`src/rtl/squares_pkg.sv`:
```
// Shared direction codes for the squares game datapath.
package squares_pkg;
  localparam logic [1:0] DIR_RIGHT = 2'd0;
  localparam logic [1:0] DIR_LEFT  = 2'd1;
  localparam logic [1:0] DIR_DOWN  = 2'd2;
  localparam logic [1:0] DIR_UP    = 2'd3;

  typedef logic [1:0] dir_t;
endpackage

```
`src/rtl/onehot_to_dir.sv`:
```
// 4->2 priority encoder for button pulses; the highest set bit wins, so
// multi-hot input resolves the same way the upstream selector would.
module onehot_to_dir
  import squares_pkg::*;
(
  input  logic [3:0] onehot_i,
  output dir_t       dir_o
);
  always_comb begin
    dir_o = DIR_RIGHT;
    if (onehot_i[3])      dir_o = DIR_UP;
    else if (onehot_i[2]) dir_o = DIR_DOWN;
    else if (onehot_i[1]) dir_o = DIR_LEFT;
  end
endmodule

```
`src/rtl/dir_event_queue.sv`:
```
// FWFT queue of encoded button presses with registered head/valid outputs.
// Optional drop counter output ovf_count is enabled by DIR_QUEUE_OVF_CNT_EN.
module dir_event_queue
  import squares_pkg::*;
#(
  parameter  int DEPTH = 4,
  localparam int LW    = $clog2(DEPTH) + 1
) (
  input  logic          clk,
  input  logic          rst,
  input  logic [3:0]    evt_in,
  output logic [1:0]    out_dir,
  output logic          out_valid,
  input  logic          out_ready,
  output logic [LW-1:0] level,
  output logic          overflow
`ifdef DIR_QUEUE_OVF_CNT_EN
  ,
  output logic [7:0]    ovf_count
`endif
);
  localparam int PW = $clog2(DEPTH);

  dir_t          mem_q [DEPTH];
  logic [PW-1:0] wr_ptr_q, wr_ptr_d, rd_ptr_q, rd_ptr_d;
  logic [LW-1:0] level_q, level_d;
  logic          out_valid_q, out_valid_d;
  dir_t          out_dir_q, out_dir_d;
  logic          ovf_q;
  dir_t          evt_code;
  logic          push, pop, full, push_ok, drop;

  onehot_to_dir u_enc (
    .onehot_i (evt_in),
    .dir_o    (evt_code)
  );

  always_comb begin
    full    = (level_q == LW'(DEPTH));
    push    = |evt_in;
    pop     = out_valid_q & out_ready;
    // A pop in the same cycle frees the slot, so a full queue still accepts.
    push_ok = push & (~full | pop);
    drop    = push & full & ~pop;

    wr_ptr_d = wr_ptr_q + PW'(push_ok);
    rd_ptr_d = rd_ptr_q + PW'(pop);

    level_d = level_q;
    if (push_ok && !pop)      level_d = level_q + LW'(1);
    else if (pop && !push_ok) level_d = level_q - LW'(1);

    out_valid_d = (level_d != '0);
    // The only slot written this cycle is wr_ptr_q; bypass it when it becomes the head.
    out_dir_d = DIR_RIGHT;
    if (out_valid_d) begin
      if (push_ok && (wr_ptr_q == rd_ptr_d)) out_dir_d = evt_code;
      else                                   out_dir_d = mem_q[rd_ptr_d];
    end
  end

  always_ff @(posedge clk) begin
    if (rst) begin
      wr_ptr_q    <= '0;
      rd_ptr_q    <= '0;
      level_q     <= '0;
      out_valid_q <= 1'b0;
      out_dir_q   <= DIR_RIGHT;
      ovf_q       <= 1'b0;
    end else begin
      wr_ptr_q    <= wr_ptr_d;
      rd_ptr_q    <= rd_ptr_d;
      level_q     <= level_d;
      out_valid_q <= out_valid_d;
      out_dir_q   <= out_dir_d;
      ovf_q       <= drop;
    end
  end

  always_ff @(posedge clk) begin
    if (!rst && push_ok) mem_q[wr_ptr_q] <= evt_code;
  end

`ifdef DIR_QUEUE_OVF_CNT_EN
  logic [7:0] ovf_cnt_q;

  always_ff @(posedge clk) begin
    if (rst)                           ovf_cnt_q <= '0;
    else if (drop && ovf_cnt_q != '1)  ovf_cnt_q <= ovf_cnt_q + 8'd1;
  end

  assign ovf_count = ovf_cnt_q;
`endif

  assign out_dir   = out_dir_q;
  assign out_valid = out_valid_q;
  assign level     = level_q;
  assign overflow  = ovf_q;
endmodule

```
`config.mk`:
```
export PLATFORM = sky130hd
export DESIGN_NAME = dir_event_queue
export DESIGN_NICKNAME = d
export VERILOG_FILES = /design/src/rtl/squares_pkg.sv /design/src/rtl/onehot_to_dir.sv /design/src/rtl/dir_event_queue.sv
export SDC_FILE = /design/constraint.sdc
export NUM_CORES = 1
export LEC_CHECK = 0
export CORE_MARGIN = 2
export CORE_UTILIZATION = 49
export CTS_CLUSTER_DIAMETER = 120
export DETAILED_ROUTE_END_ITERATION = 10
export PLACE_DENSITY_LB_ADDON = 0.1
export REMOVE_ABC_BUFFERS = 1
export SLEW_MARGIN = 15
export SYNTH_ARGS = -nofsm -noshare
export SYNTH_HDL_FRONTEND = slang
export SYNTH_SLANG_ARGS = --single-unit
export TNS_END_PERCENT = 20
```
`constraint.sdc`:
```
create_clock -name clk -period 3.6 [get_ports clk]
set_clock_uncertainty 0.1 [all_clocks]
set_input_delay 0.72 -clock clk [delete_from_list [all_inputs] [get_ports clk]]
set_output_delay 0.72 -clock clk [all_outputs]
set_load 0.01 [all_outputs]
```
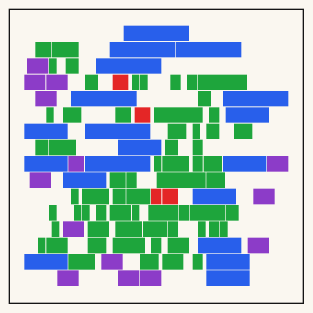
(images/placement_by_type.png)
Scale: 6 px per micron.
- blue: flops (cells 19; share of their area 41%)
- purple: other buffers and delay cells (cells 14; share of their area 12%)
- red: clock drivers and dummy loads (cells 4; share of their area 2.4%)
- green: combinational and other logic (cells 64; share of their area 45%)

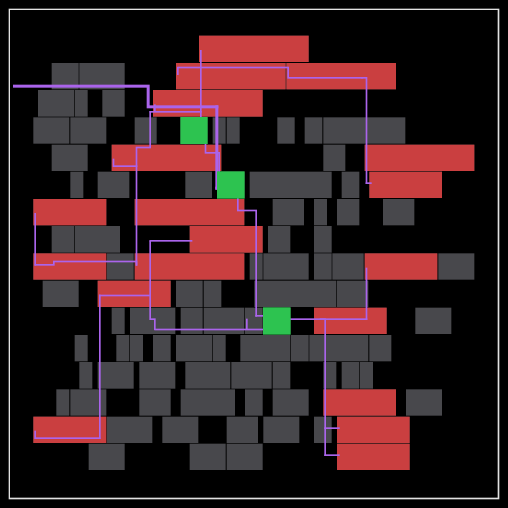
(images/clk_routes.png)
Scale: 10 px per micron.
- purple: clock wires (length 220 microns)
- red: flip-flops (count 19)
- green: clock drivers (count 3)
- flops lie: all over the die
- routed clock nets: 4

worst max path at each step:
stage	from	to	slack [ns]	cells after the start
6_report	evt_in[3]	mem_q[3][0]	1.14	5
2_1_floorplan	evt_in[1]	out_dir[0]	1.24	4
5_1_grt	evt_in[3]	mem_q[1][1]	1.0	6
4_1_cts	evt_in[1]	out_dir[0]	1.16	6
3_5_place_dp	evt_in[3]	mem_q[3][1]	0.84	5
3_3_place_gp	evt_in[1]	out_dir[1]	0.85	6
final cells by class:
cell class              count  area [sq um]  area share
clock buffers               3          22.5      0.0193
clock inverters             1          5.00     0.00428
inverters                   8          30.0      0.0257
repair buffers             14           138       0.118
multi-input cells          56           480       0.411
flip-flops and latches     19           460       0.394
well taps                  27          33.8      0.0289
cell families after synthesis:
family                     count (synthesis)  synth area share
xor gates and xnor gates                   4            0.0497
adders and majority gates                  5            0.0637
DFF                                       19             0.469
muxes                                      5            0.0815
and+or+nand+nor                           26             0.158
AOI/OAI and AO/OA                         16             0.136
buffers and inverters                     10            0.0420
cells in the mapped netlist, drive strengths merged, types with 2 or more instances:
master	instances	area [sq um]
mux4	2	45.0
edfxtp	8	240
dfxtp	11	220
nor2b	3	18.8
inv	8	30.0
and2	2	12.5
nand2	3	18.8
o21ai	3	15.0
ha	5	62.6
nand3	6	30.0
nor2	5	18.8
a32oi	3	33.8
xnor2	2	17.5
nor3	2	10.0
mux2i	2	20.0
a21o	2	16.3
through the flow:
stage,instance area [sq um],instances,util,hold WS (ns)
after floorplan,971,83,-,0.441
after CTS,1170,128,0.609,0.481
after global placement,1140,124,0.594,0.460
after global routing,1170,128,0.609,0.505
after detailed placement,1140,124,0.594,0.459
final,1170,128,0.609,0.489
==> Changelog: implementation <==
## Flow update

* Number of synthesis warnings at 0
* Top cells excl fill/tap: clkdlybuf4s50_1, dfxtp_1, edfxtp_1
* Worst Max-Slew Pin Slew at 0.711 ns
* Antenna violations before repair at 0
* Metal2 WL at 875 microns
* RePlAce Congestion at 0.775
* Min-Delay Path Depth at 2
* Post-layout minimum cycle time at between 2 and 2.5 ns
* Power share of the clock group at 0.142
* Rel. slew slack at 0.523
* Logic power comb at ~0.00033 W
* Pre-Place Util at 0.511
* Number of port buffers at 13
* Avg WL per Cell at approximately 15 microns
* Die H at 48.8 microns
* Post-synthesis cell count from yosys at about 85
* Most used logic cell in the final layout: clkdlybuf4s50_1
* CTS resizes at 0
* Routed wl met3 at roughly 66 microns
* Outcome: completed
* Max VDD drop at 0.000374 V
* Worst hold start: level[2]
* Setup TNS at 0 ns
* Clock group at 0.000107 W
* Pint at between 0.0004 and 0.0005 W
* Uppermost layer routed: met4
* H-tree depth at 1
* Number of setup buffers added after CTS at 0
* Combinational power share at 0.437
* Startpoint types: input port
* FF-to-FF path depth at 4
* Max stage delay on crit path at 0.62 ns
* Hold Violations, Final at 0
* Row count at 16
* Number of enable flip-flop cells at 8
* Worst reg2reg path startpoint: level[1]
* Global-route wire length before repair at 3200 microns
* GRT Overall Usage at 0.178
* Drt drc at 0
* Max reg flops at 8
* LEAKAGE at 0.469 nW
* Data arrival, critical path at between 2 and 2.5 ns
* Largest Pwr Group: combinational cells
* Drt total wl at 1860 microns
* Vias in the first global route at between 700 and 800
* Met3 usage at 0.0399
* Num CTS Buffers at 3
* Distinct cell type count after synthesis at 38
* Biggest register: mem_q
* Pre-antenna DRT Iters at 4
* Clk buf depth at 2
* Vias at between 700 and 800
* Max Freq at 0.406 GHz
* DP HPWL at 1440 microns
* Worst reg2reg endpoint: mem_q[3][0]
* Iteration-0 DRC count of the detailed router at 16
* Largest net degree at the start of global routing at 12
* RSZ-0062 raised after global routing: no
* M1 GR Usage at 0.238
* NetSw at 0.000261 W
* Switching share of total power at 0.349
* Worst slack at placement at roughly 0.84 ns
* CTS tree: yes
* Critical path's slowest cell: a311oi_1
* Yosys stat area at 982 sq um
* Hold Path End: overflow
* CP Capture Type: flop
* Tool warning count at 27
* Post-synth seq share at 0.469
* Layout area overhead at 19.1%
* Final setup fails at 0
* GR Layer Usage met2 at 0.279
* Critical path type: input port to flop
* CP Cell Sequence: clkdlybuf4s50_1, nor4_2, buf_4, a311oi_1, and3_1
* Power Sequential at ~0.00032 W
* Hold buffer count at cts at 0
* Share of layout cells above drive strength 1 at 0.178
* Die Wd at 48.8 microns
* CP Max Fanout at 11
* Total power at 0.000750 W
* Flop2flop setup slack at 1.45 ns
* ANT cells at 0
* Yosys reg bits at 19
* Reg power frac at 0.421
* CP required at 3.51 ns
* Smallest setup slack after layout at 1.14 ns
* Metal-1 WL at a little under 900 microns
* Kind of cell adding the most delay to the critical path: buffers and inverters
* Die ar. at approximately 0.0024 sq mm
* Pwr per Cell Area at between 600 and 700 mW/mm^2
* Hold WC Path Type: flop to flop
* Critical path buffer and inverter count at 2
* Tcrit/Tclk final at 0.685
* Clk slew on worst S/H paths at between 0.1 and 0.15 ns
* # clock sinks at 19
* Grt total ovfl at 0
* Insertion Delay late pin at 0.29 ns
* Fillers at 175
* Remaining antenna violation count after routing at 0
* Final Slew Violations at 0
* Mapped Area at 982 sq um
Power is estimated from default activity; no workload was simulated.
